[src/rtl/alu_divider.sv]
// Iterative radix-2 restoring divider for RV64M DIV/DIVU/REM/REMU.
// Start/Busy/Done handshake; zero-divisor and signed-overflow cases finish in one cycle.
module alu_divider #(
  parameter int XLEN = 64
) (
  input  logic            Clk,
  input  logic            Reset,
  input  logic            Start,
  input  logic [2:0]      Func3,
  input  logic [XLEN-1:0] A,
  input  logic [XLEN-1:0] B,
  output logic            Busy,
  output logic            Done,
  output logic [XLEN-1:0] Result,
  output logic            DivByZero
);

  localparam int              CW       = $clog2(XLEN) + 1;
  localparam logic [CW-1:0]   CNT_LOAD = CW'(XLEN);
  localparam logic [XLEN-1:0] MIN_NEG  = {1'b1, {(XLEN-1){1'b0}}};

  typedef enum logic [1:0] {IDLE, CALC, DONE} state_t;

  state_t          state_q, state_d;
  logic [XLEN-1:0] rem_q, rem_d;
  logic [XLEN-1:0] quo_q, quo_d;
  logic [XLEN-1:0] dvs_q, dvs_d;
  logic [CW-1:0]   cnt_q, cnt_d;
  logic            is_rem_q, is_rem_d;
  logic            quot_neg_q, quot_neg_d;
  logic            rem_neg_q, rem_neg_d;
  logic [XLEN-1:0] result_q, result_d;
  logic            dbz_q, dbz_d;

  logic            req_signed, req_rem;
  logic [XLEN:0]   rem_shift, rem_sub;
  logic            sub_ok;
  logic [XLEN-1:0] fin_quo, fin_rem;

  // Func3[2] = 0 decodes as DIVU: neither signed nor remainder.
  assign req_signed = Func3[2] & ~Func3[0];
  assign req_rem    = Func3[2] &  Func3[1];

  // The shifted partial remainder is XLEN+1 bits so the compare never overflows;
  // after a restoring step it always fits back into XLEN bits.
  assign rem_shift = {rem_q, quo_q[XLEN-1]};
  assign rem_sub   = rem_shift - {1'b0, dvs_q};
  assign sub_ok    = rem_shift >= {1'b0, dvs_q};
  assign fin_quo   = {quo_q[XLEN-2:0], sub_ok};
  assign fin_rem   = sub_ok ? rem_sub[XLEN-1:0] : rem_shift[XLEN-1:0];

  // NOTE: every next-state signal gets its default first so no path leaves it unassigned (no latch).
  always_comb begin
    state_d    = state_q;
    rem_d      = rem_q;
    quo_d      = quo_q;
    dvs_d      = dvs_q;
    cnt_d      = cnt_q;
    is_rem_d   = is_rem_q;
    quot_neg_d = quot_neg_q;
    rem_neg_d  = rem_neg_q;
    result_d   = result_q;
    dbz_d      = dbz_q;

    unique case (state_q)
      IDLE, DONE: begin
        if (Start) begin
          is_rem_d = req_rem;
          if (B == '0) begin
            state_d  = DONE;
            result_d = req_rem ? A : '1;
            dbz_d    = 1'b1;
          end else if (req_signed && A == MIN_NEG && B == '1) begin
            state_d  = DONE;
            result_d = req_rem ? '0 : A;
            dbz_d    = 1'b0;
          end else begin
            state_d    = CALC;
            quo_d      = (req_signed && A[XLEN-1]) ? -A : A;
            dvs_d      = (req_signed && B[XLEN-1]) ? -B : B;
            rem_d      = '0;
            cnt_d      = CNT_LOAD;
            quot_neg_d = req_signed & (A[XLEN-1] ^ B[XLEN-1]);
            rem_neg_d  = req_signed & A[XLEN-1];
          end
        end else if (state_q == DONE) begin
          state_d = IDLE;
        end
      end
      CALC: begin
        rem_d = fin_rem;
        quo_d = fin_quo;
        cnt_d = cnt_q - CW'(1);
        if (cnt_q == CW'(1)) begin
          state_d  = DONE;
          dbz_d    = 1'b0;
          result_d = is_rem_q ? (rem_neg_q  ? -fin_rem : fin_rem)
                              : (quot_neg_q ? -fin_quo : fin_quo);
        end
      end
      default: state_d = IDLE;
    endcase
  end

  // NOTE: sequential state uses non-blocking assignments so all flops update from pre-edge values.
  always_ff @(posedge Clk) begin
    if (Reset) begin
      state_q    <= IDLE;
      rem_q      <= '0;
      quo_q      <= '0;
      dvs_q      <= '0;
      cnt_q      <= '0;
      is_rem_q   <= 1'b0;
      quot_neg_q <= 1'b0;
      rem_neg_q  <= 1'b0;
      result_q   <= '0;
      dbz_q      <= 1'b0;
    end else begin
      state_q    <= state_d;
      rem_q      <= rem_d;
      quo_q      <= quo_d;
      dvs_q      <= dvs_d;
      cnt_q      <= cnt_d;
      is_rem_q   <= is_rem_d;
      quot_neg_q <= quot_neg_d;
      rem_neg_q  <= rem_neg_d;
      result_q   <= result_d;
      dbz_q      <= dbz_d;
    end
  end

  assign Busy      = (state_q == CALC);
  assign Done      = (state_q == DONE);
  assign Result    = result_q;
  assign DivByZero = dbz_q;

endmodule

[config.mk]
export PLATFORM = sky130hd
export DESIGN_NAME = alu_divider
export DESIGN_NICKNAME = d
export VERILOG_FILES = /design/src/rtl/alu_divider.sv
export SDC_FILE = /design/constraint.sdc
export NUM_CORES = 1
export LEC_CHECK = 0
export CAP_MARGIN = 5
export CORE_ASPECT_RATIO = 2
export CORE_MARGIN = 1
export CORE_UTILIZATION = 55
export CTS_CLUSTER_SIZE = 25
export DETAILED_ROUTE_END_ITERATION = 12
export GPL_TIMING_DRIVEN = 1
export PLACE_DENSITY_LB_ADDON = 0.3
export SLEW_MARGIN = 5
export SYNTH_ARGS = -nofsm -noshare
export SYNTH_HDL_FRONTEND = slang
export SYNTH_SLANG_ARGS = --single-unit
[constraint.sdc]
create_clock -name Clk -period 20.4 [get_ports Clk]
set_clock_uncertainty 0.1 [all_clocks]
set_input_delay 6.12 -clock Clk [delete_from_list [all_inputs] [get_ports Clk]]
set_output_delay 6.12 -clock Clk [all_outputs]
set_load 0.01 [all_outputs]
Fig. 1: run 1, close-up of the layout
Scale bar: 10 um. Region (25, 61) to (50, 86) um. Cells in gray, sequential cells in the stronger gray; small squares are vias.
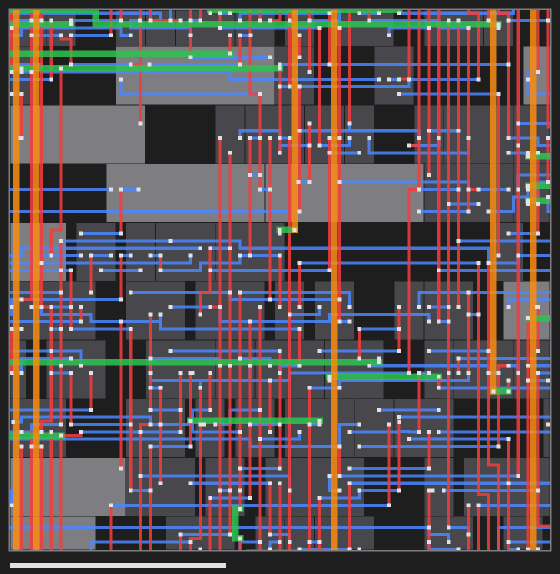
[M2] red
[M3] green
[M1] blue
[M4] orange
most frequent: nand2_1 (13), o211ai_1 (8), a21oi_1 (7)
cells with their middle in the window: 68
netlist names of flops here include: quo_q (6)
sequential cells in the window: 6

Fig. 2: run 1, where the registers sit
Scale bar: 50 um.
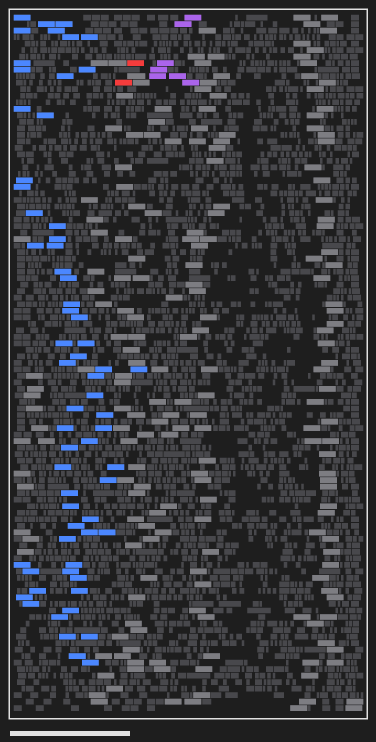
[state_q] red | sequential cells: 2
[cnt_q] purple | sequential cells: 7 | where: top middle
[quo_q] blue | sequential cells: 64 | where: a vertical strip on the left
not colored: 196

Fig. 3: run 1, I/O nets highlighted
Scale bar: 50 um.
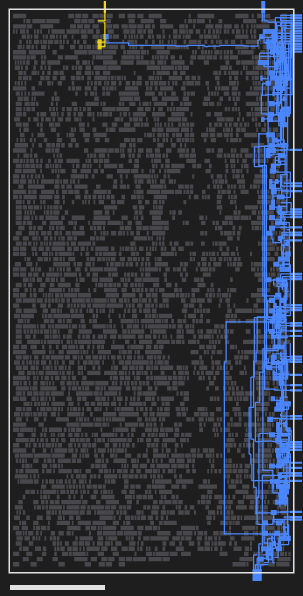
[Start] yellow | bits: 1 | direction: input | edge: top | end cells: 2 | buffers: 1 | wire: 29.4 um
[B] blue | bits: 64 | direction: input | edge: 57 right, 5 bottom, 2 top | end cells: 164 | buffers: 64 | wire: 4240 um

==> CHANGELOG.md, run 1 <==
## Flow update

- RSZ-0062 raised after global routing: no
- Synth Seq Share: 22.7%
- Clock period minus worst slack: 11250 ps
- Placer congestion estimate: 1.05
- Initial antenna violation count: 0
- TritonCTS buffer count: 27
- H-tree depth: 1
- Crit path launch type: primary input
- First-pass GRT wire length: 147 mm
- Fin nets: 3604
- Wire length per cell after detailed routing: 24.8 um
- Chip Area, Yosys: 0.0237 sq mm
- Rel. slew slack: 17.2%
- Worst-path clk slew: 70 ps
- Status: complete, no violations
- Vias in the first global route: 25705
- Cycle use final: 55.2%
- Post-CTS Repair Setup Buffers: 0
- Synth Instances: 3360
- Slowest CP cell: nor4bb_1
- Crit path DRT: 20770 ps
- Core area: 0.0426 sq mm
- Crit Path Max Fanout: 69
- Max_cap viols: 0
- CP Capture Type: flip-flop
- Number of enable flip-flop cells: 0
- Mean Syn Cell Area: 7.05 sq um
- Latest clock arrival within the worst-skew pair: 580 ps
- Post-DP HPWL: 74.5 mm
- Drt total wl: 98.3 mm
- Layout cells sized above 1: 5.03%
- Post-synth ARST share: 0%
- Tot GR Track Use: 43.5%
- Mapped Area: 0.0237 sq mm
- Arrival @ worst endpoint: 11620 ps
- Max Clock Freq: 88.9 MHz
- Slowest cell delay on critical path: 830 ps
- Top cells excl fill/tap: 501 x nor2_1, 320 x a21oi_1, 288 x nand2_1
- Drt first-iter violations: 2583
- Number of diodes: 0
- Yosys warns: 0
- Chip height: 296 um
- Final Hold Vio Count: 0
- Remaining DRCs: 0
- Area Overhead vs Synth: 12.8%
- Floorplan-stage core utilization: 55.7%
- DR vias: 27049
- Pin count of the biggest net entering global routing: 125
- Final setup viols: 0
- Synthesized registers: 269
- Port Buffers: 200
- Top cell excl fill/tap: nor2_1
- Cts hold-fix bufs: 0
- Critical Path, Cell by Cell: clkdlybuf4s50_1 > inv_1 > ha_1 > or3b_2 > nor4bb_1 > nand4b_1 > nor4_1 > a21boi_1 > o21ai_4 > buf_4 > nor2_1 > nand2_1 > nand4_1 > nor3_1 > a211oi_1
- # rows: 107
- Yosys cell count: 3360
- Routed Antenna Nets: 0
[run 1: worst paths after layout]
check / slack [ps] / cells past startpoint / start / end
setup reg to reg: 12190 / 22 / rem_q[39] / Result[62]
hold / removal: 370 / 2 / Result[16] / Result[16]
setup / recovery: 9150 / 15 / A[0] / Result[59]
hold reg to reg: 370 / 2 / Result[16] / Result[16]
[run 1: stage by stage]
step	cell area [sq um]	cells	hold WS, ps	setup WS [ps]	utilization (%)
global route	26700	3963	384	9160	62.8
floorplan	23700	3360	336	10560	-
global placement	25800	3914	346	8930	60.6
CTS	26700	3963	363	9450	62.8
detailed placement	25800	3914	350	8850	60.6
finish	26700	3963	366	9150	62.8
[run 1: cells by family after synthesis]
logic type                 after synthesis  synth area share (%)
adders and majority gates               74                  3.92
AOI/OAI and AO/OA                     1078                  30.3
buffers and inverters                  348                  5.81
DFF                                    269                  22.7
xor gates and xnor gates               252                  9.31
and+or+nand+nor                       1284                  25.6
muxes                                   55                  2.40
[run 1: layout make-up]
class / count / area [sq um]
Tap cell: 545 / 682
Multi-Input combinational cell: 2743 / 17000
Inverter: 114 / 428
Timing Repair Buffer: 243 / 2330
Clock buffer: 34 / 732
Sequential cell: 269 / 5390
Fill cell: 3941 / 15800
Clock inverter: 15 / 193
[run 1: worst max-delay path: cells and delay by family]
kind	cells	cell delay, ps
AND/OR/NAND/NOR	8	3510
adder cells (fa/ha/maj)	1	180
buffers and inverters	3	1210
AND-OR/OR-AND	3	540
[run 1: synth_stat cells (all sizes together), types with 50 or more instances]
| cell type | n | share of area, % |
|---|---|---|
| nor2 | 504 | 8.0 |
| a21oi | 323 | 6.9 |
| nand2 | 290 | 4.6 |
| dfxtp | 269 | 23 |
| o21ai | 192 | 4.1 |
| clkbuf | 181 | 2.9 |
| xnor2 | 130 | 4.8 |
| xor2 | 122 | 4.5 |
| inv | 113 | 1.8 |
| a211oi | 110 | 3.5 |
| nor3 | 87 | 1.8 |
| o211ai | 76 | 2.4 |
| ha | 71 | 3.7 |
| nand4 | 66 | 1.7 |
| nand3 | 65 | 1.4 |
| o31ai | 61 | 2.0 |
| buf | 53 | 1.1 |
| or3 | 50 | 1.4 |
[run 1: state kept, by name (all words and copies together), names as in the netlist]
register	cells
rem_q	64
quo_q	64
cnt_q	7
dvs_q	64
rem_neg_q	1
DivByZero	1
is_rem_q	1
state_q	2
Result	64
quot_neg_q	1
[run 1: layer usage]
metal / vias up / GRT usage (%) / wire [um]
li1: 12430 / - / -
met1: 12622 / 46.4 / 34400
met2: 1560 / 74.5 / 46800
met3: 437 / 6.44 / 7620
met4: 0 / 37.9 / 9460
met5: - / 0 / 0
==> run 2: changes to the inputs <==
==> constraint.sdc (replaced) <==
create_clock -name Clk -period 10.5 [get_ports Clk]
set_clock_uncertainty 0.1 [all_clocks]
set_input_delay 3.15 -clock Clk [delete_from_list [all_inputs] [get_ports Clk]]
set_output_delay 3.15 -clock Clk [all_outputs]
set_load 0.01 [all_outputs]
Fig. 4: run 2, close-up of the layout
Scale bar: 10 um. Region (25, 61) to (50, 86) um. Cells in gray, sequential cells in the stronger gray; small squares are vias.
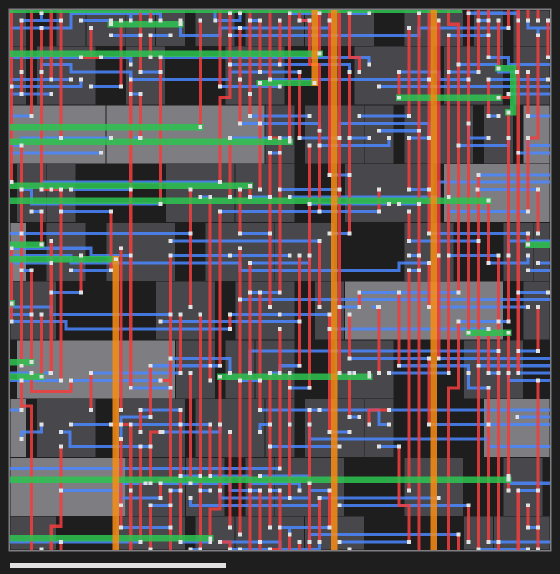

Fig. 5: run 2, gate families picked out
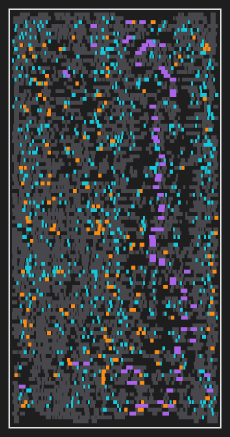
[fa/ha/maj cells] purple | cells: 74 | most used: ha_1
[nor cells] cyan | cells: 674 | most used: nor2_1 | where: widely spread
[and/or cells] orange | cells: 153 | most used: or3_1 | where: widely spread

Fig. 6: run 2, congestion heat map
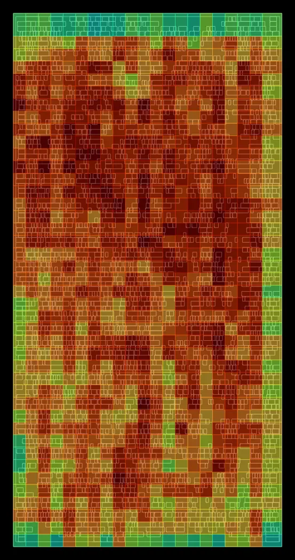
Tot GR Track Use: 43.8%
met2 Use GR: 75.0%
GR Layer Usage met1: 45.5%
GRT met3 Usage: 7.56%
global route hottest layer: met2

==> CHANGELOG.md, run 2 <==
## Flow update

- Chip Area, Yosys: 0.0237 sq mm
- Vias in the first global route: 25984
- Crit path launch type: primary input
- Drt first-iter violations: 2201
- RSZ-0062 raised after global routing: no
- Top cells excl fill/tap: 501 x nor2_1, 320 x a21oi_1, 288 x nand2_1
- First-pass GRT wire length: 148 mm
- Grt ovf: 0
- Yosys cell count: 3360
- Worst-path clk slew: 70 ps
- Placer congestion estimate: 1.04
- Mapped Area: 0.0237 sq mm
- Mean Syn Cell Area: 7.05 sq um
- Core area: 0.0426 sq mm
- Crit path DRT: 10810 ps
- Remaining DRCs: 0
- Number of diodes: 0
- # resized after CTS: 0
- Routed Antenna Nets: 0
- Synth Seq Share: 22.7%
- Chip area: 0.0440 sq mm
- DR vias: 27231
- Top cell excl fill/tap: nor2_1
- TritonCTS buffer count: 27
- Cycle use final: 79.8%
- Drt first pass iters: 6
- Max_cap viols: 0
- Post-synth net total: 3566
- Post-DP HPWL: 75.2 mm
- R2r startpoint: rem_q[7]
- Max Clock Freq: 119 MHz
- Die W: 149 um
- Hold Crit Start: dvs_q[0]
- Final Util: 62.8%
- Wire length per cell after detailed routing: 25.1 um
- Area leader share: 22.7%
- Final Max Slew Viols: 0
- Most common library cells after synthesis: 504 x nor2_1, 320 x a21oi_1, 290 x nand2_1, 269 x dfxtp_1, 187 x o21ai_0
- Register-to-Register Path Depth: 22
- Slowest cell delay on critical path: 980 ps
- Initial antenna violation count: 1
- H-tree depth: 1
- Floorplan-stage core utilization: 55.7%
- Clock period minus worst slack: 8380 ps
- Post-CTS Repair Setup Buffers: 0
- Layout cells sized above 1: 4.95%
- Critical Path, Cell by Cell: clkdlybuf4s50_1 > inv_1 > ha_1 > or3b_2 > nor4bb_1 > nand4b_1 > nor4_1 > a21boi_1 > and2_2 > buf_4 > nor2_4 > buf_12 > a211oi_1 > a21oi_1 > nor2_1
- Port Buffers: 200
- Crit Reg-Reg Endpoint: Result[62]
- Top-count cell post-synth: nor2_1
- Cts hold-fix bufs: 0
- Fin nets: 3605
- Drt total wl: 99.4 mm
- Max Buffers Root-to-Sink: 3
- Final setup viols: 0
- Arrival @ worst endpoint: 8690 ps
- Slowest CP cell: nor4bb_1
- Synth Instances: 3360
- Hold depth: 2
- Chip height: 296 um
- Pin count of the biggest net entering global routing: 95
- Synthesized registers: 269
- Flop-to-flop setup slack: 2440 ps
- # rows: 107
- Hold Path Sink: dvs_q[0]
- Crit Path Max Fanout: 68
- CP Capture Type: flip-flop
- Latest clock arrival within the worst-skew pair: 580 ps
- Post-synth ARST share: 0%
- Status: complete, no violations
- Ports: 201
- Area Overhead vs Synth: 12.8%
- Rel. slew slack: 22.0%
- Area leader, netlist: dfxtp_1
- Top area cell types: dfxtp_1 23%, nor2_1 8.0%, a21oi_1 6.8%
- Final Hold Vio Count: 0
- Number of enable flip-flop cells: 0
- Yosys warns: 0
-- run 2: how the worst max path moves through the flow --
stage | from | endpoint | slack [ps]
detailed placement | A[1] | quo_q[22] | 1820
CTS | A[1] | quo_q[63] | 2370
floorplan | B[10] | dvs_q[57] | 3630
global route | A[0] | quo_q[27] | 1910
global placement | A[0] | quo_q[63] | 1920
finish | A[1] | quo_q[23] | 2120
-- run 2: routing by layer --
layer,wire [um],share of wire [%],up-vias,track usage (%)
li1,-,-,12424,-
met1,34400,35,12697,45.5
met2,47100,47,1600,75.0
met3,7920,8.0,508,7.56
met4,9990,10,2,39.8
met5,13,0.013,-,0
-- run 2: metrics by stage --
step / instances / setup slack, ps / hold slack [ps] / cell area [sq um]
floorplan: 3360 / 3630 / 336 / 23700
global placement: 3915 / 1920 / 343 / 25900
detailed placement: 3915 / 1820 / 349 / 25900
CTS: 3961 / 2370 / 362 / 26700
global route: 3961 / 1910 / 389 / 26700
finish: 3961 / 2120 / 364 / 26700
-- run 2: logic make-up after synthesis --
group | count (synthesis) | share of synthesized area [%]
AND-OR/OR-AND | 1078 | 30.3
XOR/XNOR | 252 | 9.31
adder cells (fa/ha/maj) | 74 | 3.92
buffers and inverters | 348 | 5.81
flip-flops | 269 | 22.7
multiplexers | 55 | 2.40
AND/OR/NAND/NOR | 1284 | 25.6
-- run 2: final cells by class --
| type | instances | area, sq um |
|---|---|---|
| Clock buffer | 36 | 749 |
| Clock inverter | 10 | 135 |
| Fill cell | 3935 | 15800 |
| Inverter | 114 | 428 |
| Multi-Input combinational cell | 2743 | 17000 |
| Sequential cell | 269 | 5390 |
| Tap cell | 545 | 682 |
| Timing Repair Buffer | 244 | 2370 |
-- run 2: worst max-delay path, delay by kind of cell --
kind / cells / cell delay (ps)
adders and majority gates: 1 / 180
and+or+nand+nor: 7 / 3480
AOI/OAI and AO/OA: 3 / 510
buffers and inverters: 4 / 1290
